===== config.mk =====
export PLATFORM = sky130hd
export DESIGN_NAME = branch_issue_unit
export DESIGN_NICKNAME = d
export VERILOG_FILES = /design/src/rtl/brisc_pkg.sv /design/src/rtl/return_stack.sv /design/src/rtl/branch_issue_unit.sv
export SDC_FILE = /design/constraint.sdc
export NUM_CORES = 1
export LEC_CHECK = 0
export CORE_MARGIN = 4
export CORE_UTILIZATION = 48
export DETAILED_ROUTE_END_ITERATION = 10
export GPL_ROUTABILITY_DRIVEN = 0
export PLACE_DENSITY_LB_ADDON = 0.08
export RECOVER_POWER = 25
export SETUP_SLACK_MARGIN = 0.15
export SKIP_LAST_GASP = 1
export SYNTH_ARGS = -nofsm -noshare
export SYNTH_HDL_FRONTEND = slang
export SYNTH_SLANG_ARGS = --single-unit

===== constraint.sdc =====
create_clock -name clk -period 2.4 [get_ports clk]
set_input_delay 0.24 -clock clk [delete_from_list [all_inputs] [get_ports clk]]
set_output_delay 0.24 -clock clk [all_outputs]
set_load 0.02 [all_outputs]

===== src/rtl/brisc_pkg.sv =====
// Shared constants for the branch issue unit: opcodes, instruction field widths
// and FSM state encoding.
package brisc_pkg;

  localparam int OPCODE_W = 4;

  localparam logic [OPCODE_W-1:0] OP_JMP  = 4'hA;
  localparam logic [OPCODE_W-1:0] OP_JZ   = 4'hB;
  localparam logic [OPCODE_W-1:0] OP_JN   = 4'hC;
  localparam logic [OPCODE_W-1:0] OP_CALL = 4'hD;
  localparam logic [OPCODE_W-1:0] OP_RET  = 4'hE;
  localparam logic [OPCODE_W-1:0] OP_HLT  = 4'hF;

  typedef enum logic [1:0] {
    IDLE     = 2'd0,
    ISSUE    = 2'd1,
    WAIT_ACK = 2'd2,
    HALTED   = 2'd3
  } state_t;

endpackage


===== src/rtl/return_stack.sv =====
// LIFO of return addresses for CALL/RET. The top entry is readable combinationally
// so RET can resolve its target in the decode cycle.
module return_stack
  import brisc_pkg::*;
#(
  parameter int ADDR_W      = 8,
  parameter int STACK_DEPTH = 4
) (
  input  logic                           clk,
  input  logic                           rst,
  input  logic                           push,
  input  logic                           pop,
  input  logic [ADDR_W-1:0]              data_in,
  output logic [ADDR_W-1:0]              data_out,
  output logic                           full,
  output logic                           empty,
  output logic [$clog2(STACK_DEPTH):0]   depth
);

  localparam int PTR_W   = $clog2(STACK_DEPTH);
  localparam int DEPTH_W = PTR_W + 1;

  logic [ADDR_W-1:0]  mem [STACK_DEPTH];
  logic [DEPTH_W-1:0] depth_reg;
  logic [PTR_W-1:0]   wr_idx;
  logic [PTR_W-1:0]   top_idx;

  assign full    = (depth_reg == DEPTH_W'(STACK_DEPTH));
  assign empty   = (depth_reg == '0);
  assign wr_idx  = depth_reg[PTR_W-1:0];
  assign top_idx = wr_idx - PTR_W'(1);
  assign data_out = mem[top_idx];
  assign depth   = depth_reg;

  // Storage needs no reset: only entries below depth_reg are ever read meaningfully.
  always_ff @(posedge clk) begin
    if (push && !full) begin
      mem[wr_idx] <= data_in;
    end
  end

  always_ff @(posedge clk or posedge rst) begin
    if (rst) begin
      depth_reg <= '0;
    end else if (push && !full) begin
      depth_reg <= depth_reg + DEPTH_W'(1);
    end else if (pop && !empty) begin
      depth_reg <= depth_reg - DEPTH_W'(1);
    end
  end

endmodule


===== src/rtl/branch_issue_unit.sv =====
// Decodes branch instructions at the current PC and drives a held jump request to
// the PC controller until the PC shows the target; tracks CALL/RET return addresses.
module branch_issue_unit
  import brisc_pkg::*;
#(
  parameter int ADDR_W      = 8,
  parameter int INSTR_W     = 16,
  parameter int STACK_DEPTH = 4,
  parameter int MAX_PC      = 31
) (
  input  logic                          clk,
  input  logic                          rst,
  input  logic                          load_done,
  input  logic [ADDR_W-1:0]             program_counter,
  input  logic [INSTR_W-1:0]            instr,
  input  logic                          instr_valid,
  input  logic                          zero_flag,
  input  logic                          neg_flag,
  output logic                          jump_en,
  output logic [ADDR_W-1:0]             jump_address,
  output logic                          halt,
  output logic                          stack_err,
  output logic [$clog2(STACK_DEPTH):0]  stack_depth
);

  state_t              state_reg, state_next;
  logic [ADDR_W-1:0]   target_reg, target_next;
  logic [ADDR_W-1:0]   jump_address_reg, jump_address_next;
  logic                jump_en_reg, jump_en_next;
  logic                halt_reg, halt_next;
  logic                stack_err_reg, stack_err_next;
  logic                wait_first_reg, wait_first_next;

  logic [OPCODE_W-1:0] opcode;
  logic [ADDR_W-1:0]   instr_target;
  logic                push, pop, stack_full, stack_empty;
  logic [ADDR_W-1:0]   stack_top;
  logic                taken, bad_stack, hlt_seen;
  logic [ADDR_W-1:0]   branch_target;
  logic                unused_instr_bits;

  assign opcode            = instr[INSTR_W-1 -: OPCODE_W];
  assign instr_target      = instr[ADDR_W-1:0];
  assign unused_instr_bits = ^instr[INSTR_W-OPCODE_W-1:ADDR_W];

  return_stack #(
    .ADDR_W      (ADDR_W),
    .STACK_DEPTH (STACK_DEPTH)
  ) u_return_stack (
    .clk      (clk),
    .rst      (rst),
    .push     (push),
    .pop      (pop),
    .data_in  (program_counter + ADDR_W'(1)),
    .data_out (stack_top),
    .full     (stack_full),
    .empty    (stack_empty),
    .depth    (stack_depth)
  );

  always_comb begin
    state_next        = state_reg;
    target_next       = target_reg;
    jump_address_next = jump_address_reg;
    jump_en_next      = jump_en_reg;
    halt_next         = halt_reg;
    stack_err_next    = stack_err_reg;
    wait_first_next   = wait_first_reg;
    push              = 1'b0;
    pop               = 1'b0;
    taken             = 1'b0;
    bad_stack         = 1'b0;
    hlt_seen          = 1'b0;
    branch_target     = instr_target;

    case (state_reg)
      IDLE: begin
        if (load_done) begin
          if (instr_valid) begin
            case (opcode)
              OP_JMP:  taken = 1'b1;
              OP_JZ:   taken = zero_flag;
              OP_JN:   taken = neg_flag;
              OP_CALL: begin
                bad_stack = stack_full;
                push      = !stack_full;
                taken     = !stack_full;
              end
              OP_RET: begin
                bad_stack     = stack_empty;
                pop           = !stack_empty;
                taken         = !stack_empty;
                branch_target = stack_top;
              end
              OP_HLT:  hlt_seen = 1'b1;
              default: taken = 1'b0;
            endcase
          end
          // A taken branch at the last address wins; the boundary check reruns after it.
          if (bad_stack || hlt_seen) begin
            stack_err_next = stack_err_reg | bad_stack;
            halt_next      = 1'b1;
            state_next     = HALTED;
          end else if (taken) begin
            target_next = branch_target;
            state_next  = ISSUE;
          end else if (program_counter == ADDR_W'(MAX_PC)) begin
            halt_next  = 1'b1;
            state_next = HALTED;
          end
        end
      end
      ISSUE: begin
        jump_address_next = target_reg;
        jump_en_next      = 1'b1;
        wait_first_next   = 1'b1;
        state_next        = WAIT_ACK;
      end
      WAIT_ACK: begin
        // Skipping the first cycle lets a jump-to-self be seen as a fresh PC load.
        wait_first_next = 1'b0;
        if (!wait_first_reg && (program_counter == jump_address_reg)) begin
          jump_en_next = 1'b0;
          state_next   = IDLE;
        end
      end
      HALTED: begin
        jump_en_next = 1'b0;
        halt_next    = 1'b1;
      end
      default: state_next = IDLE;
    endcase
  end

  always_ff @(posedge clk or posedge rst) begin
    if (rst) begin
      state_reg        <= IDLE;
      target_reg       <= '0;
      jump_address_reg <= '0;
      jump_en_reg      <= 1'b0;
      halt_reg         <= 1'b0;
      stack_err_reg    <= 1'b0;
      wait_first_reg   <= 1'b0;
    end else begin
      state_reg        <= state_next;
      target_reg       <= target_next;
      jump_address_reg <= jump_address_next;
      jump_en_reg      <= jump_en_next;
      halt_reg         <= halt_next;
      stack_err_reg    <= stack_err_next;
      wait_first_reg   <= wait_first_next;
    end
  end

  assign jump_en      = jump_en_reg;
  assign jump_address = jump_address_reg;
  assign halt         = halt_reg;
  assign stack_err    = stack_err_reg;

endmodule

==> reports/writeup.txt, run 1 <==
The synthesized-area fraction occupied by and/or/nand/nor cells came out at 0.0880. The cell type that accounts for the most area after synthesis is sky130_fd_sc_hd__edfxtp_1. The run gives 0.177 for the combined global-route utilization of all metal layers. Reg-to-reg critical path startpoint: u_return_stack.depth[1]. Via count: 1,741.

Setup repair after global routing left no endpoint under its margin. The floorplan report gives the top-level pin count as 44. The run gives 0.346 as the logic gate share of total power. The run finished with clean final reports.

The most frequently used library cell after synthesis is sky130_fd_sc_hd__edfxtp_1. Per the CTS log, the buffer count on the longest clock path is 2. At the pin with the least slew margin, the transition time is 0.602 ns. Number of cells on the worst reg-to-reg path: 7. The number of well taps was 72. The area occupied by registers came out at 1590 µm². With the initial antenna violation count at 0, the clock input transition at the sequential cells of the worst setup and hold paths is 0.07 ns. The count of library flops with an enable pin was 32; the worst stage delay on the critical path was 0.41 ns. The completed layout was analyzed and its total power is 0.00356 W.

Detailed-route iteration 0 reported a violation count of 67. STA classifies the critical path endpoint as a register. Share of final-layout standard cells stronger than drive strength 1: 0.236. The flip-flop and latch share of the layout cell area came out at 0.443. The async set-or-reset flop fraction in the synthesized netlist was 0.439; the total length of routed wires was 5.77 mm.

For the starting utilization of the core area, the log shows 0.502. Combined area of all synthesized cells: 2800 µm². The fraction of met2 tracks used by global routing was 0.297. Summed over all sequential cells, the power is 0.00135 W. The arithmetic-cell share of the synthesized area counting full adders, half adders and majority gates is 0.0474, and the count of plain and timing-repair buffers is 52. The tree is rooted in a sky130_fd_sc_hd__clkbuf_8. Ranked by total cell area, the synthesized netlist is headed by sky130_fd_sc_hd__edfxtp_1, sky130_fd_sc_hd__dfrtp_1, sky130_fd_sc_hd__mux2_2. The site row count was 27.

In the power breakdown, the internal column shows 0.00244 W. Number of library cell types mapped by synthesis: 38. The worst-case reg-to-reg setup slack stands at 0.32 ns. The routed design uses 2.96 mm of met2 wire. Per the CTS log, the maximum H-tree level is 3.

The upper clock frequency limit was 481 MHz. The run gives 189 for the number of cells in the yosys synthesis report. Per STA, the startpoint of the critical path is u_return_stack.depth[1].

Per the placement log, port buffering inserted 39 buffers.
**Run 1: clock nets**

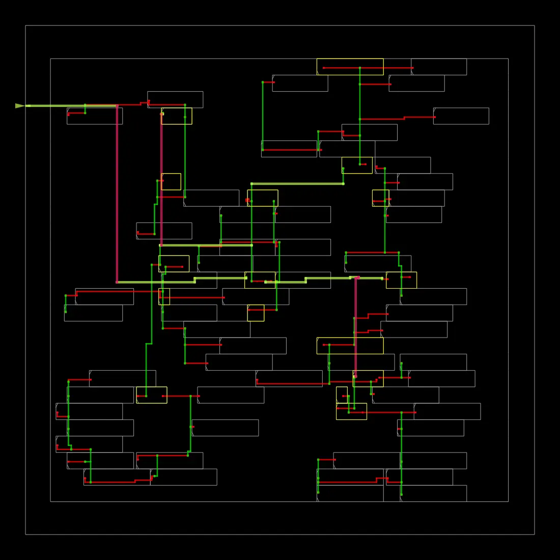
Post-Route Skew: 0.00624 ns
TritonCTS sink count: 57

**Run 1: drive-strength map**

Bar = 20 µm.
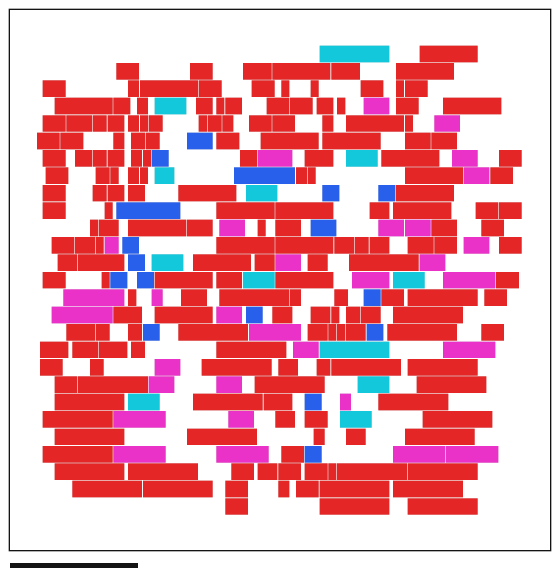
legend:
  blue:
    size: drive 3 to 4
    cells: 17
    most_used: buf_4
  magenta:
    size: drive 2
    cells: 31
    most_used: mux2_2
  red:
    size: drive 1 or less
    cells: 194
    most_used: clkdlybuf4s50_1
  cyan:
    size: drive 6 and up
    cells: 12
    most_used: clkbuf_8

**Run 1: placement by cell class**

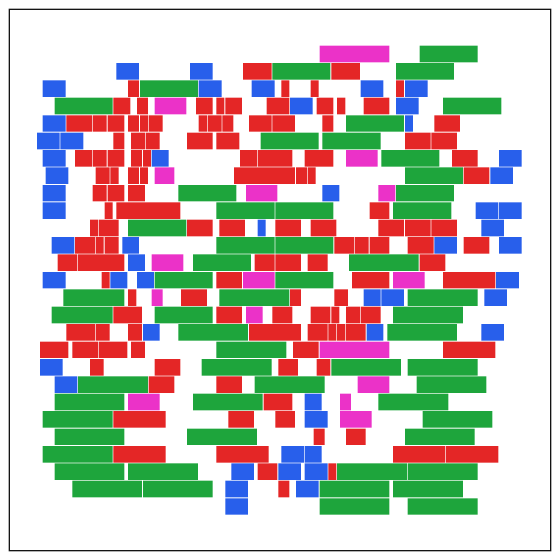
legend:
  magenta:
    class: clock drivers and dummy loads
    cells: 16
    share_of_their_area: 6.2%
  blue:
    class: other buffers and delay cells
    cells: 52
    share_of_their_area: 14%
  red:
    class: all other logic
    cells: 129
    share_of_their_area: 35%
  green:
    class: flip-flops
    cells: 57
    share_of_their_area: 45%

## Run 2: what changed since run 1
--- a/config.mk
+++ b/config.mk
@@ -5,6 +5,7 @@
 export SDC_FILE = /design/constraint.sdc
 export NUM_CORES = 1
 export LEC_CHECK = 0
+export CAP_MARGIN = 15
 export CORE_MARGIN = 4
 export CORE_UTILIZATION = 48
 export DETAILED_ROUTE_END_ITERATION = 10
**Run 2: placement by cell class**

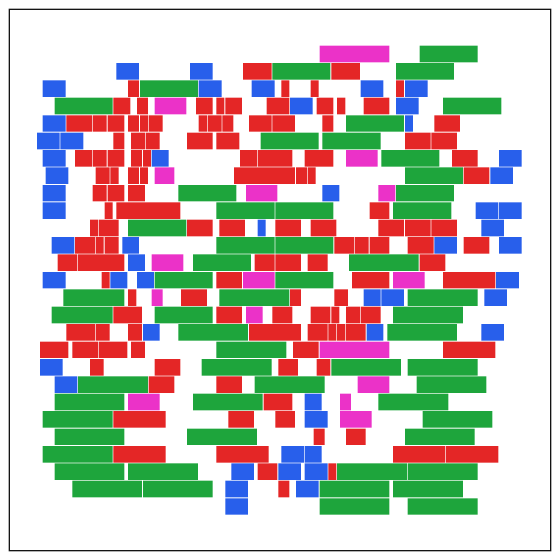
legend:
  green:
    class: flip-flops
    cells: 57
    share_of_their_area: 45%
  blue:
    class: other buffers and delay cells
    cells: 52
    share_of_their_area: 14%
  red:
    class: all other logic
    cells: 129
    share_of_their_area: 35%
  magenta:
    class: clock drivers and dummy loads
    cells: 16
    share_of_their_area: 6.2%

==> run 2 against run 1 <==
- wire length unchanged
- cell area unchanged
- cell count unchanged
- global-route usage unchanged
- critical endpoint unchanged
- largest cell class unchanged
- highest routed layer unchanged
==> reports/writeup.txt, run 2 <==
The flow ran to the end, and the final reports show no timing, DRC or antenna violations. Per report_power, the Sequential row totals 0.00135 W. For flop-to-flop paths, the worst setup slack is 0.32 ns.

The count of library flops with an enable pin is 32. The async set-or-reset flop fraction in the synthesized netlist came out at 0.439. The initial antenna violation count is 0. The number of cells in the yosys synthesis report is 189, and the overall power after layout is 0.00356 W. Per the layout report, the design carries 52 non-clock buffers. STA classifies the critical path endpoint as a register. Setup repair after global routing left no endpoint under its margin.

The share of final-layout standard cells stronger than drive strength 1 works out to 0.236. The fraction of met2 tracks used by global routing was 0.297; the number of library cell types mapped by synthesis was 38. For this run the top cell type by instance count after synthesis was sky130_fd_sc_hd__edfxtp_1. For the pin with the worst max-slew slack, the measured transition is 0.602 ns.

Across all layers, the routed design uses 1,741 vias. Summed over all nets, wire length on met2 after detailed routing comes to 2.96 mm. No sink is reached through more buffers than the 2 on the longest clock path.

Number of well taps: 72. For reference, the placement row count at floorplan is 27. The number of cells on the worst reg-to-reg path was 7. The tools report the source of the critical timing path as u_return_stack.depth[1]. The tree is rooted in a sky130_fd_sc_hd__clkbuf_8.

The flip-flop and latch share of the layout cell area was 0.443. Summed over all instances, the cell type with the most area after synthesis is sky130_fd_sc_hd__edfxtp_1. With the worst stage delay on the critical path at 0.41 ns, the count of buffers inserted at the top-level ports is 39.

The combined global-route utilization of all metal layers is 0.177, and the logic gate share of total power is 0.346.
## Run 3: what changed since run 2
--- a/config.mk
+++ b/config.mk
@@ -5,6 +5,7 @@
 export SDC_FILE = /design/constraint.sdc
 export NUM_CORES = 1
 export LEC_CHECK = 0
+export ABC_CLOCK_PERIOD_IN_PS = 2400
 export CAP_MARGIN = 15
 export CORE_MARGIN = 4
 export CORE_UTILIZATION = 48
**Run 3: sequential cells grouped by signal name**

Bar = 20 µm. Other sequential cells in the stronger grey, the rest of the logic in the fainter grey.
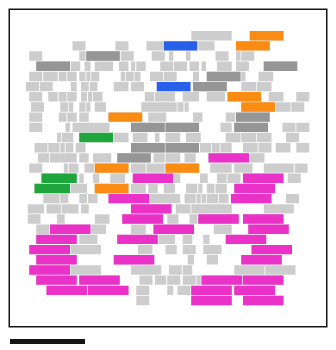
legend:
  magenta:
    name_in_the_netlist: u_return_stack.mem
    flops: 32
  blue:
    name_in_the_netlist: state_reg
    flops: 2
  green:
    name_in_the_netlist: u_return_stack.depth
    flops: 3
  orange:
    name_in_the_netlist: target_reg
    flops: 8
not coloured: 12

==> run 3 against run 2 <==
- fmax unchanged
- highest routed layer unchanged
- hold slack unchanged
- die size unchanged
- power unchanged
- global-route usage unchanged
- count of clock-buffer cells in the layout unchanged
- setup slack unchanged
- sequential cell count unchanged
- clock power about the same
- first-iteration DRC count unchanged
- non-clock buffer count unchanged
- cell area unchanged
==> reports/writeup.txt, run 3 <==
The flow ran to the end, and the final reports show no timing, DRC or antenna violations. The H-tree was split into 3 levels. The power report lists cell-internal power as 0.00244 W. The count of plain and timing-repair buffers works out to 52.

Counting flops with a built-in enable in the synthesized netlist gives 32. Across the routed clock network, the largest skew measured is 0.00624 ns. In this run the deepest clock path goes through 2 buffers. The combined global-route utilization of all metal layers is 0.177, and the number of cells in the yosys synthesis report is 189. With the combined area of all synthesized cells at 2800 µm², the count of buffers inserted at the top-level ports is 39. For this block, the via count after detailed routing is 1,741. The capturing element type of the critical path was a register. For this block, the initial DRC count from the detailed router was 67.

The tools report the initial antenna violation count as 0. The site row count came out at 27. Synthesized-area fraction occupied by and/or/nand/nor cells: 0.0880.

The share of final-layout standard cells stronger than drive strength 1 is 0.236, and the number of well taps is 72. The clock input transition at the sequential cells of the worst setup and hold paths works out to 0.07 ns. Overall power consumption after layout is estimated at 0.00356 W. Clock tree synthesis found a total of 57 sinks. The async set-or-reset flop fraction in the synthesized netlist came out at 0.439. The netlist uses 38 different library cells. Clock tree root buffer cell: sky130_fd_sc_hd__clkbuf_8. The flip-flop and latch share of the layout cell area was 0.443.

STA lists the startpoint of the worst register-to-register path as u_return_stack.depth[1]. For this run, the slowest stage of the critical path takes 0.41 ns. STA reports a reg2reg setup slack of 0.32 ns.

The run gives 44 for the count of boundary I/O pins. Largest area contributor in the synthesized netlist: sky130_fd_sc_hd__edfxtp_1. The routed wire length per instance is 17.7 µm, and the power dissipated in sequential cells is 0.00135 W. The multi-input logic portion of the cell area was 0.327. The multiplexer fraction of the synthesized cell area was 0.179. The run gives 7 for the number of cells on the worst reg-to-reg path. Among all cell classes, the greatest summed area belongs to flip-flops and latches.

The final tally of setup violations was 0. Starting utilization of the core area: 0.502. The run gives 1590 µm² for the area occupied by registers. The most critical setup path has its startpoint at u_return_stack.depth[1]. Based on the critical path, the design can be clocked at up to 481 MHz.

The routed length on met2 is 2.96 mm. The arithmetic-cell share of the synthesized area counting full adders, half adders and majority gates is 0.0474, and the fraction of met2 tracks used by global routing is 0.297. By area the synthesized netlist is led by sky130_fd_sc_hd__edfxtp_1, sky130_fd_sc_hd__dfrtp_1, sky130_fd_sc_hd__mux2_2.

Setup repair after global routing left no endpoint under its margin. The layer flagged by global routing as most heavily used is met2. For this block, the routed nets add up to 5.77 mm of wire. The run gives 0.346 as the logic gate share of total power.
Power figures rest on the tool's default switching activity, not on a simulated workload.
